Design core_fetch_ctrl, sky130hd; sources not shown.
==> images/cell_density.png <==
Drawn at 4 px/µm. The die is cut into 9 by 9 equal tiles; white is low, dark blue is high, 0 to 100% covered.
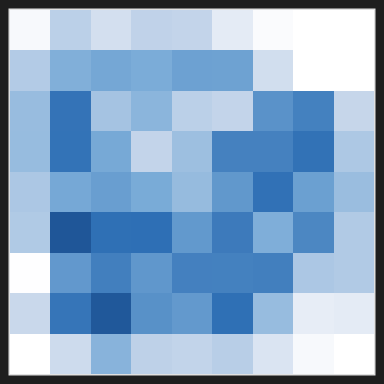
The mean over all tiles is 41%. 2.5% of the tiles are over 75% full. 8.6% of the tiles are nearly empty.
core box area: 6390 µm²
Final Core Density: 55.2%
FP Util: 41.1%

==> images/clocks.png <==
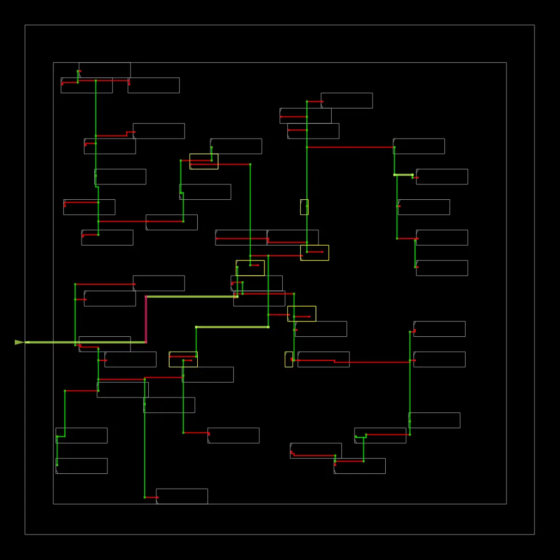
cts bufs inserted: 5
Flops: 42
Setup Skew: 0.00552 ns
clk sinks: 42

==> images/flops_by_reg.png <==
Drawn at 4 px/µm.
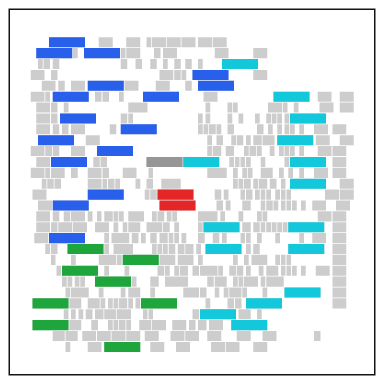
stateReg: marked red, sequential cells 2. o_instr: marked blue, sequential cells 16. o_reportPC: marked cyan, sequential cells 15. o_stallCnt: marked green, sequential cells 8, where south-west.
Another 1 sequential cells are not coloured.
Flop+latch power: 0.756 mW
sequential share of cell area: 29.8%
Reg area: 1050 µm²

==> images/wires.png <==
Drawn at 4 px/µm.
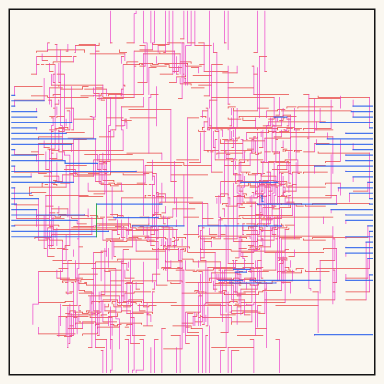
metal 2: marked magenta, wire length 3190 µm. metal 4: marked green, wire length 8.20 µm. metal 1: marked red, wire length 2710 µm. metal 3: marked blue, wire length 602 µm.
Routed WL per cell: 12.9 µm
routed vias: 2462

==> images/power_grid.png <==
Drawn at 4 px/µm. Pins as bars on the die edge. Tap cells in grey.
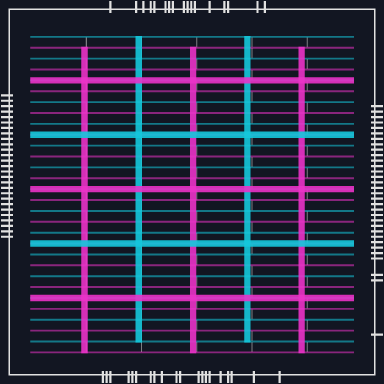
VSS: marked magenta. VDD: marked cyan.
96 signal pins sit on the boundary. 5 straps on met4. 77 tap cells. 5 straps on met5.
Die Width: 91.0 µm
worst vdd ir: 0.000427 V
die y size: 91.0 µm

==> metrics.yaml <==
status:
  outcome: "finished, final reports clean"
global_route:
  grt_pass1_wl_um: 11400
  grt_util_met1_pct: 19.3
  grt_use_met3_pct: 5.54
  grt_busiest_layer: "met2"
synth:
  top_cell: "nand2_1"
  synth_simple_gate_area_share_pct: 31.6
  edf_count: 0
  synth_stat.cells: 351
  synth_area_um2: 2630
  ys_seq_share_pct: 40.0
  ys_sh_xor_pct: 4.00
  top_area_cell: "dfrtp_1"
  syn_inst: 351
clocking:
  clk_pin_slew_worst_paths_ns: 0.08
  cts_tree: "built"
  clockRootBuffer: "clkbuf_8"
  postCtsSetupBuffers: 0
cells_and_area:
  drive_gt1_share_pct: 5.40
  layout_top_cell: "clkdlybuf4s50_1"
  nFillCells: 618
sta:
  whs_ns: 0.168
  slew_viol_final: 0
  setup_ws_ns: 0.556
  setup_viol: 0
  fin_crit_ns: 2.58
routing:
  drt_iter0_drc: 62
  drt_pass1_iterations: 4
  viasPerCell: 4.89
setup_path:
  slowest_delay_ns: 0.87
  crit_chain: "inv_1, nor3_1, nand4_1, nand2_1, ha_1, clkdlybuf4s50_1"
placement:
  dp_cells: 496
  placedInstanceArea_um2: 3450
hold_path:
  worstHoldPathType: "in -> async"
floorplanning:
  rows: 29
pwr:
  p_per_area_nw_per_um2: 649
run:
  drv_cap: 0
[where the power goes]
group / internal (mW) / switching [mW] / total (mW)
registers: 0.631 / 0.124 / 0.756
logic: 0.385 / 0.821 / 1.21
clock network: 0.153 / 0.174 / 0.328
[critical path, delay by kind of cell, from the launching register on]
kind | cells | cell delay (ns)
fa+ha+maj | 1 | 0.30
simple gates | 3 | 0.40
flops | 1 | 0.36
buf+inv | 2 | 0.93
[layout make-up]
cell class / instances / share of cell area (%)
Clock buffer: 7 / 2.16
Tap cell: 77 / 2.73
Timing Repair Buffer: 94 / 26.5
Inverter: 48 / 5.32
Sequential cell: 42 / 29.8
Multi-Input combinational cell: 235 / 33.5
Power is estimated from default activity; no workload was simulated.
